[src/rtl/swm_tx_pkg.sv]
// Shared constants and types for the multi-lane SerialLite III TX packer.
package swm_tx_pkg;

   // Word-alignment fill for 32-bit slots that carry no packet data.
   localparam logic [31:0] PAD_WORD_DEFAULT   = 32'hBCBCBCBC;
   // Constant presented to the IP on sync_tx.
   localparam logic [7:0]  SYNC_VALUE_DEFAULT = 8'd4;

   // Packing state: waiting for a start-of-packet, or assembling a packet.
   typedef enum logic [0:0] {
      IDLE   = 1'b0,
      IN_PKT = 1'b1
   } pkt_state_t;

   // Framing flags travelling with every packed beat.
   typedef struct packed {
      logic sob;
      logic eob;
   } beat_flags_t;

endpackage

[src/rtl/swm_tx_lane_packer_if.sv]
// Avalon-ST sink plus SL3 TX user bus. The slave modport is the packer's view;
// the master modport is the view of whatever drives the source and models the IP.
interface swm_tx_lane_packer_if #(
   parameter int unsigned LANES = 4
);
   logic [31:0]         avalonst_sink_data;
   logic                avalonst_sink_valid;
   logic                avalonst_sink_startofpacket;
   logic                avalonst_sink_endofpacket;
   logic                avalonst_sink_ready;

   logic [LANES*64-1:0] data_tx;
   logic                valid_tx;
   logic                start_of_burst_tx;
   logic                end_of_burst_tx;
   logic [3:0]          error_tx;
   logic [7:0]          sync_tx;
   logic                ready_tx;

   modport slave (
      input  avalonst_sink_data, avalonst_sink_valid,
      input  avalonst_sink_startofpacket, avalonst_sink_endofpacket,
      output avalonst_sink_ready,
      output data_tx, valid_tx, start_of_burst_tx, end_of_burst_tx, sync_tx,
      input  error_tx, ready_tx
   );

   modport master (
      output avalonst_sink_data, avalonst_sink_valid,
      output avalonst_sink_startofpacket, avalonst_sink_endofpacket,
      input  avalonst_sink_ready,
      input  data_tx, valid_tx, start_of_burst_tx, end_of_burst_tx, sync_tx,
      output error_tx, ready_tx
   );

endinterface

[src/rtl/swm_tx_beat_fifo.sv]
// First-word-fall-through FIFO. The head entry is visible the cycle after it is
// pushed. When empty, the output holds the last popped entry (zero after reset).
module swm_tx_beat_fifo #(
   parameter int unsigned WIDTH = 8,
   parameter int unsigned DEPTH = 8   // power of 2, >= 2
) (
   input  logic                     clk,
   input  logic                     rst_n,
   input  logic                     push_i,
   input  logic [WIDTH-1:0]         wr_data_i,
   input  logic                     pop_i,
   output logic [WIDTH-1:0]         rd_data_o,
   output logic                     rd_valid_o,
   output logic [$clog2(DEPTH):0]   count_o
);

   localparam int unsigned AW = $clog2(DEPTH);
   localparam int unsigned CW = AW + 1;

   logic [WIDTH-1:0] mem_q [DEPTH];
   logic [AW-1:0]    wr_ptr_q, rd_ptr_q;
   logic [CW-1:0]    count_q;
   logic [WIDTH-1:0] hold_q;
   logic             do_push, do_pop;

   assign do_pop  = pop_i && (count_q != '0);
   assign do_push = push_i && (count_q != CW'(DEPTH));

   // Storage write; entries are only ever read after being written.
   // NOTE: the storage array has no reset so it maps onto plain RAM/flops without a reset tree.
   always_ff @(posedge clk) begin
      if (do_push) mem_q[wr_ptr_q] <= wr_data_i;
   end

   // Pointers, occupancy and the last-popped hold register.
   // NOTE: state is updated with <= so every register samples pre-edge values.
   always_ff @(posedge clk or negedge rst_n) begin
      if (!rst_n) begin
         wr_ptr_q <= '0;
         rd_ptr_q <= '0;
         count_q  <= '0;
         hold_q   <= '0;
      end else begin
         if (do_push) wr_ptr_q <= wr_ptr_q + AW'(1);
         if (do_pop) begin
            rd_ptr_q <= rd_ptr_q + AW'(1);
            hold_q   <= mem_q[rd_ptr_q];
         end
         case ({do_push, do_pop})
            2'b10:   count_q <= count_q + CW'(1);
            2'b01:   count_q <= count_q - CW'(1);
            default: count_q <= count_q;
         endcase
      end
   end

   assign rd_valid_o = (count_q != '0);
   assign rd_data_o  = rd_valid_o ? mem_q[rd_ptr_q] : hold_q;
   assign count_o    = count_q;

endmodule

[src/rtl/swm_tx_lane_packer.sv]
// Packs 32-bit Avalon-ST words, 2*LANES at a time, into LANES*64-bit SL3 beats
// with burst framing, buffers them in a FIFO, and tracks errors and counters.
module swm_tx_lane_packer
   import swm_tx_pkg::*;
#(
   parameter int unsigned LANES      = 4,   // must match the interface LANES
   parameter int unsigned FIFO_DEPTH = 8,
   parameter logic [7:0]  SYNC_VALUE = SYNC_VALUE_DEFAULT,
   parameter logic [31:0] PAD_WORD   = PAD_WORD_DEFAULT
) (
   input  logic                        clk_in_clk,
   input  logic                        reset_in_rst_n,
   swm_tx_lane_packer_if.slave         bus,
   input  logic                        err_clear,
   output logic [3:0]                  err_sticky,
   output logic                        proto_err,
   output logic [31:0]                 pkt_count,
   output logic [15:0]                 drop_count
);

   localparam int unsigned PACK = 2 * LANES;
   localparam int unsigned DW   = LANES * 64;
   localparam int unsigned IW   = $clog2(PACK);
   localparam int unsigned CW   = $clog2(FIFO_DEPTH) + 1;
   localparam logic [DW-1:0] ALL_PAD = {PACK{PAD_WORD}};

   typedef struct packed {
      logic [DW-1:0] data;
      beat_flags_t   flags;
   } beat_t;

   pkt_state_t    state_q, state_d;
   logic [IW-1:0] idx_q, idx_d;
   logic [DW-1:0] acc_q, acc_d;       // unwritten slots always hold PAD_WORD
   logic          sob_pend_q, sob_pend_d;
   logic [31:0]   pkt_q;
   logic [15:0]   drop_q;
   logic [3:0]    err_q;
   logic          proto_q;

   logic          accept, sink_ready;
   logic          push, pop, pkt_inc, drop_inc, proto_set;
   beat_t         push_beat, head;
   logic          fifo_valid;
   logic [CW-1:0] fifo_count;
   logic [DW-1:0] merged, first;
   logic [31:0]   word;
   logic          sop, eop;

   assign word       = bus.avalonst_sink_data;
   assign sop        = bus.avalonst_sink_startofpacket;
   assign eop        = bus.avalonst_sink_endofpacket;
   // Ready depends only on registered occupancy, never on valid or ready_tx.
   assign sink_ready = (fifo_count < CW'(FIFO_DEPTH));
   assign accept     = bus.avalonst_sink_valid && sink_ready;
   assign pop        = fifo_valid && bus.ready_tx;

   // Packing FSM: decide slot writes, beat pushes and counter events.
   // NOTE: every output of this block gets a default first so no latch is inferred.
   always_comb begin
      state_d          = state_q;
      idx_d            = idx_q;
      acc_d            = acc_q;
      sob_pend_d       = sob_pend_q;
      push             = 1'b0;
      push_beat.data   = acc_q;
      push_beat.flags  = '{sob: sob_pend_q, eob: 1'b0};
      pkt_inc          = 1'b0;
      drop_inc         = 1'b0;
      proto_set        = 1'b0;
      merged           = acc_q;
      merged[{idx_q, 5'b0} +: 32] = word;
      first            = ALL_PAD;
      first[31:0]      = word;

      if (accept) begin
         case (state_q)
            IDLE: begin
               if (!sop) begin
                  drop_inc = 1'b1;
               end else if (eop) begin
                  // Single-word packet: one fully framed beat, stay idle.
                  push            = 1'b1;
                  push_beat.data  = first;
                  push_beat.flags = '{sob: 1'b1, eob: 1'b1};
                  pkt_inc         = 1'b1;
               end else begin
                  acc_d      = first;
                  idx_d      = IW'(1);
                  sob_pend_d = 1'b1;
                  state_d    = IN_PKT;
               end
            end
            IN_PKT: begin
               if (sop) begin
                  // Restart inside an open packet: close it with what is
                  // buffered (all PAD if nothing), then open the new one.
                  // An EOP on this restarting word is not honoured.
                  push            = 1'b1;
                  push_beat.data  = acc_q;
                  push_beat.flags = '{sob: sob_pend_q, eob: 1'b1};
                  pkt_inc         = 1'b1;
                  proto_set       = 1'b1;
                  acc_d           = first;
                  idx_d           = IW'(1);
                  sob_pend_d      = 1'b1;
               end else if (idx_q == IW'(PACK - 1) || eop) begin
                  push            = 1'b1;
                  push_beat.data  = merged;
                  push_beat.flags = '{sob: sob_pend_q, eob: eop};
                  acc_d           = ALL_PAD;
                  idx_d           = '0;
                  sob_pend_d      = 1'b0;
                  if (eop) begin
                     pkt_inc = 1'b1;
                     state_d = IDLE;
                  end
               end else begin
                  acc_d = merged;
                  idx_d = idx_q + IW'(1);
               end
            end
            default: state_d = IDLE;
         endcase
      end
   end

   // FSM, accumulator, counters and sticky flags.
   always_ff @(posedge clk_in_clk or negedge reset_in_rst_n) begin
      if (!reset_in_rst_n) begin
         state_q    <= IDLE;
         idx_q      <= '0;
         acc_q      <= ALL_PAD;
         sob_pend_q <= 1'b0;
         pkt_q      <= '0;
         drop_q     <= '0;
         err_q      <= '0;
         proto_q    <= 1'b0;
      end else begin
         state_q    <= state_d;
         idx_q      <= idx_d;
         acc_q      <= acc_d;
         sob_pend_q <= sob_pend_d;
         if (pkt_inc) pkt_q <= pkt_q + 32'd1;
         if (drop_inc && drop_q != 16'hFFFF) drop_q <= drop_q + 16'd1;
         // A set arriving in the same cycle as a clear survives the clear.
         err_q   <= err_clear ? bus.error_tx : (err_q | bus.error_tx);
         proto_q <= err_clear ? proto_set    : (proto_q | proto_set);
      end
   end

   swm_tx_beat_fifo #(
      .WIDTH ($bits(beat_t)),
      .DEPTH (FIFO_DEPTH)
   ) u_fifo (
      .clk        (clk_in_clk),
      .rst_n      (reset_in_rst_n),
      .push_i     (push),
      .wr_data_i  (push_beat),
      .pop_i      (pop),
      .rd_data_o  (head),
      .rd_valid_o (fifo_valid),
      .count_o    (fifo_count)
   );

   assign bus.avalonst_sink_ready = sink_ready;
   assign bus.data_tx             = head.data;
   assign bus.valid_tx            = fifo_valid;
   assign bus.start_of_burst_tx   = fifo_valid && head.flags.sob;
   assign bus.end_of_burst_tx     = fifo_valid && head.flags.eob;
   assign bus.sync_tx             = SYNC_VALUE;

   assign err_sticky = err_q;
   assign proto_err  = proto_q;
   assign pkt_count  = pkt_q;
   assign drop_count = drop_q;

endmodule

[src/flat_wrapper.sv]
// flat-port wrapper written by rule: the top's interface ports become plain ports
module swm_tx_lane_packer_flat import swm_tx_pkg::*;
#(
   parameter int unsigned LANES      = 4,                                    
   parameter int unsigned FIFO_DEPTH = 8,
   parameter logic [7:0]  SYNC_VALUE = SYNC_VALUE_DEFAULT,
   parameter logic [31:0] PAD_WORD   = PAD_WORD_DEFAULT
)
  (clk_in_clk, reset_in_rst_n, err_clear, err_sticky, proto_err, pkt_count, drop_count, bus_avalonst_sink_data, bus_avalonst_sink_valid, bus_avalonst_sink_startofpacket, bus_avalonst_sink_endofpacket, bus_avalonst_sink_ready, bus_data_tx, bus_valid_tx, bus_start_of_burst_tx, bus_end_of_burst_tx, bus_sync_tx, bus_error_tx, bus_ready_tx);
  swm_tx_lane_packer_if #(.LANES(LANES)) bus_i ();
  input  logic clk_in_clk;
  input  logic reset_in_rst_n;
  input  logic err_clear;
  output logic [3:0] err_sticky;
  output logic proto_err;
  output logic [31:0] pkt_count;
  output logic [15:0] drop_count;
  input wire logic [$bits(bus_i.avalonst_sink_data)-1:0] bus_avalonst_sink_data;
  input wire logic [$bits(bus_i.avalonst_sink_valid)-1:0] bus_avalonst_sink_valid;
  input wire logic [$bits(bus_i.avalonst_sink_startofpacket)-1:0] bus_avalonst_sink_startofpacket;
  input wire logic [$bits(bus_i.avalonst_sink_endofpacket)-1:0] bus_avalonst_sink_endofpacket;
  output wire logic [$bits(bus_i.avalonst_sink_ready)-1:0] bus_avalonst_sink_ready;
  output wire logic [$bits(bus_i.data_tx)-1:0] bus_data_tx;
  output wire logic [$bits(bus_i.valid_tx)-1:0] bus_valid_tx;
  output wire logic [$bits(bus_i.start_of_burst_tx)-1:0] bus_start_of_burst_tx;
  output wire logic [$bits(bus_i.end_of_burst_tx)-1:0] bus_end_of_burst_tx;
  output wire logic [$bits(bus_i.sync_tx)-1:0] bus_sync_tx;
  input wire logic [$bits(bus_i.error_tx)-1:0] bus_error_tx;
  input wire logic [$bits(bus_i.ready_tx)-1:0] bus_ready_tx;
  assign bus_i.avalonst_sink_data = bus_avalonst_sink_data;
  assign bus_i.avalonst_sink_valid = bus_avalonst_sink_valid;
  assign bus_i.avalonst_sink_startofpacket = bus_avalonst_sink_startofpacket;
  assign bus_i.avalonst_sink_endofpacket = bus_avalonst_sink_endofpacket;
  assign bus_avalonst_sink_ready = bus_i.avalonst_sink_ready;
  assign bus_data_tx = bus_i.data_tx;
  assign bus_valid_tx = bus_i.valid_tx;
  assign bus_start_of_burst_tx = bus_i.start_of_burst_tx;
  assign bus_end_of_burst_tx = bus_i.end_of_burst_tx;
  assign bus_sync_tx = bus_i.sync_tx;
  assign bus_i.error_tx = bus_error_tx;
  assign bus_i.ready_tx = bus_ready_tx;
  swm_tx_lane_packer #(.LANES(LANES), .FIFO_DEPTH(FIFO_DEPTH), .SYNC_VALUE(SYNC_VALUE), .PAD_WORD(PAD_WORD)) u_core (.clk_in_clk(clk_in_clk), .reset_in_rst_n(reset_in_rst_n), .bus(bus_i), .err_clear(err_clear), .err_sticky(err_sticky), .proto_err(proto_err), .pkt_count(pkt_count), .drop_count(drop_count));
endmodule
[config.mk]
export PLATFORM = sky130hd
export DESIGN_NAME = swm_tx_lane_packer_flat
export DESIGN_NICKNAME = d
export VERILOG_FILES = /design/src/rtl/swm_tx_pkg.sv /design/src/rtl/swm_tx_lane_packer_if.sv /design/src/rtl/swm_tx_beat_fifo.sv /design/src/rtl/swm_tx_lane_packer.sv /design/src/flat_wrapper.sv
export SDC_FILE = /design/constraint.sdc
export NUM_CORES = 2
export LEC_CHECK = 0
export ABC_AREA = 0
export CORE_UTILIZATION = 66
export DETAILED_ROUTE_END_ITERATION = 7
export PLACE_DENSITY = 0.85
export SETUP_SLACK_MARGIN = 0.3
export SKIP_CTS_REPAIR_TIMING = 1
export SLEW_MARGIN = 20
export SYNTH_ARGS = -nofsm -noshare
export SYNTH_HDL_FRONTEND = slang
export SYNTH_SLANG_ARGS = --single-unit
[constraint.sdc]
create_clock -name clk_in_clk -period 62 [get_ports clk_in_clk]
set_input_delay 6.2 -clock clk_in_clk [delete_from_list [all_inputs] [get_ports clk_in_clk]]
set_output_delay 6.2 -clock clk_in_clk [all_outputs]
set_load 0.01 [all_outputs]
==> images/layer_met1.png <==
Scale bar: 100 µm.
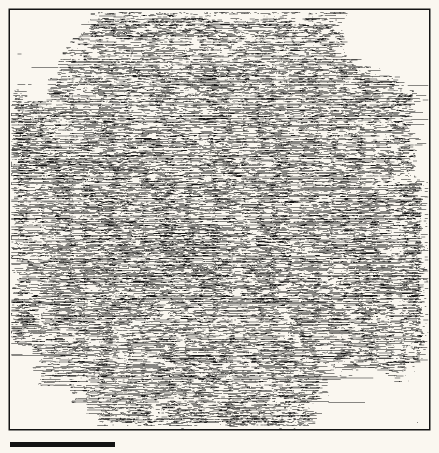
share of all routed wire: 34%
nets with wire on the layer: 5,805
grt met1 use: 0.4517
Post-Route WL: 275,500 µm
total number of vias: 59.18k

==> images/layer_met2.png <==
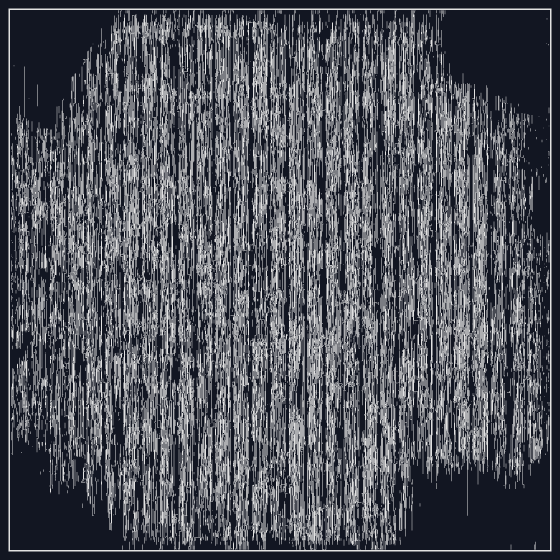
wire length on this layer: 133 mm
longest straight run: 207 µm
share of all routed wire: 48%

==> images/layer_met3.png <==
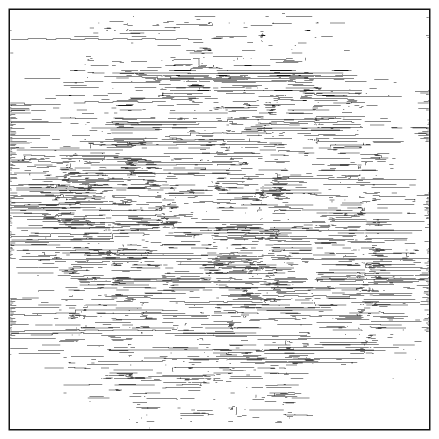
nets with wire on the layer: 1,282
main direction: horizontal
longest straight run: 187 µm
wire length on this layer: 34.6 mm
met3 usage: 0.09371

==> images/layer_met4.png <==
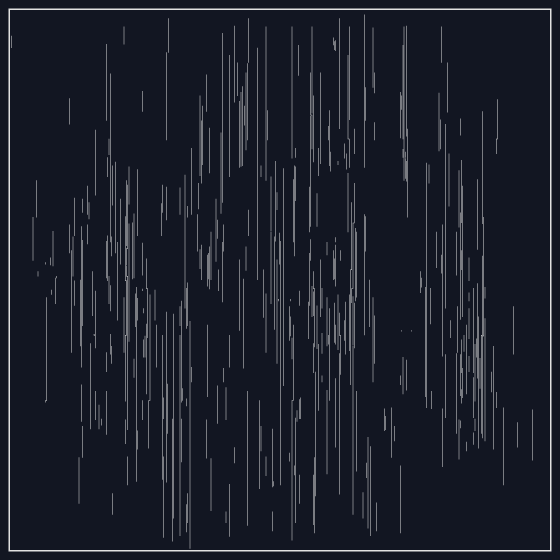
share of all routed wire: 5.3%
wire length on this layer: 14,500 µm
nets with wire on the layer: 219
main direction: vertical

## kinds of logic after synthesis
| family | after synthesis |
|---|---|
| AOI/OAI and AO/OA | 1052 |
| muxes | 811 |
| adders and majority gates | 13 |
| buffers and inverters | 419 |
| other | 2 |
| xor gates and xnor gates | 54 |
| and+or+nand+nor | 715 |
| DFF | 2644 |
## area by class of cell
type,count,share of cell area
repair buffers,456,0.03725
inverters,14,0.0005109
flip-flops and latches,2644,0.6525
diodes,6,0.0001277
clock inverters,129,0.01342
well taps,2058,0.02191
clock buffers,329,0.05722
multi-input cells,2653,0.2170
## layer usage
metal  wire length [µm]  share of wire
met5                 78        0.00028
met2             133400           0.48
met1              92860           0.34
met4              14520          0.053
met3              34590           0.13
## flip-flops by register name, indices dropped and copies added (netlist names), 3 cells and up
name and cells:
u_core.u_fifo.mem_q 2064, u_core.acc_q 256, u_core.u_fifo.hold_q 256, u_core.pkt_count 32, u_core.drop_count 16, u_core.err_sticky 4
u_core.u_fifo.count_o 4, u_core.idx_q 3, u_core.u_fifo.rd_ptr_q 3, u_core.u_fifo.wr_ptr_q 3
## worst paths after layout
| path | end | slack, ps | cells after the start |
|---|---|---|---|
| min in group asynchronous | u_core.pkt_count[19] | 5360 | 1 |
| worst min register to register | u_core.u_fifo.hold_q[221] | 480 | 2 |
| max in group asynchronous | u_core.u_fifo.hold_q[167] | 53490 | 4 |
| worst max-delay path | bus_data_tx[153] | 49630 | 8 |
| worst min-delay path | u_core.u_fifo.hold_q[221] | 480 | 2 |
| worst max register to register | u_core.u_fifo.hold_q[78] | 55910 | 10 |
## worst max-delay path, delay by kind of cell (launching register included)
family                 cells  cell delay [ps]
AOI/OAI and AO/OA          1              220
DFF                        1             1000
muxes                      2              760
buffers and inverters      5             3120
==> impl_metrics.toml <==
# yosys + openroad results
[status]
status = "finished, final reports clean"

[final_layout]
logic_area_um2 = 25510
final_nets = 6064
layout_top_cells = "edfxtp_1 (2,064), mux4_2 (516), dfrtp_1 (417), clkdlybuf4s50_1 (326), nand2_1 (321)"
drive_gt1_frac = 0.2032
fill_cells = 7912
final_core_util = 0.7517
final_area_um2 = 117600
register_area_um2 = 76700
area_growth_pct = 13.03

[flow_run]
warning_count = 61
drv_cap = 0

[grt]
overflow = 0
grt_usage = 0.3495
grt.met2_usage = 0.5554
grt_pass1_vias = 60310

[placed_design]
dp.cells = 7820
port-buffer-count = 355
place_ws_ps = 50400

[worst_setup_path]
path_cells = "buf_4 -> buf_4 -> buf_16 -> buf_4 -> mux4_2 -> mux2i_1 -> a21oi_1 -> clkdlybuf4s50_1"
critPathMaxFanout = 72
rr_startpoint = "u_core.u_fifo.count_o[3]"
slowest_delay_ps = 1000
cp-startpoint = "u_core.u_fifo.rd_ptr_q[1]"
crit_slowest_cell = "dfrtp_4"
path_class = "register to primary output"

[power_and_ir_drop]
seq_power_share = 0.405
seq_cell_power_mw = 2.28
p_switching_mw = 1.784
p_leak_nw = 38.80
pg_clk_mw = 1.55
pg_comb_mw = 1.81
maxPowerGroup = "sequential cells"
power_density_nw_per_um2 = 48.03
p_comb_frac = 0.321
finalPower_mw = 5.646

[route]
dr.pass1.iters = 8
drt_iter0_markers = 8737
postRouteAntennaNets = 0
drc_errors = 0

[clocking]
worstSkewPairLatency_ps = 870
path_clk_slew_ps = 70
cts_sinks = 2644
root_buffer = "clkbuf_16"
cts_tree = "built"

[synthesis]
yosys_most_used_dff = "edfxtp_1"
ys_cells = 5710
ys_async_sr_fraction = 0.2194
synth.most_common_cell = "edfxtp_1"
syn_area_um2 = 104000
enable_flop_cells = 2064
synth-simple-area-share = 0.02842
ys_sh_aoi = 0.06808
xor_area_frac = 0.004548
top_logic_kind = "multiplexers"
synth_seq_share = 0.7374

[sta]
fin_skew_ps = 36.74
rsz0062_at_grt = "false"
fin_tns_setup_ps = 0
setup_viol = 0
fin_crit_ps = 12370
setup_ws_ps = 49630

[floorplanning]
num_io_pins = 364
die_w_um = 399.0

[worst_hold_path]
min_from = "u_core.u_fifo.hold_q[221]"
min-delay-path-class = "register to register"
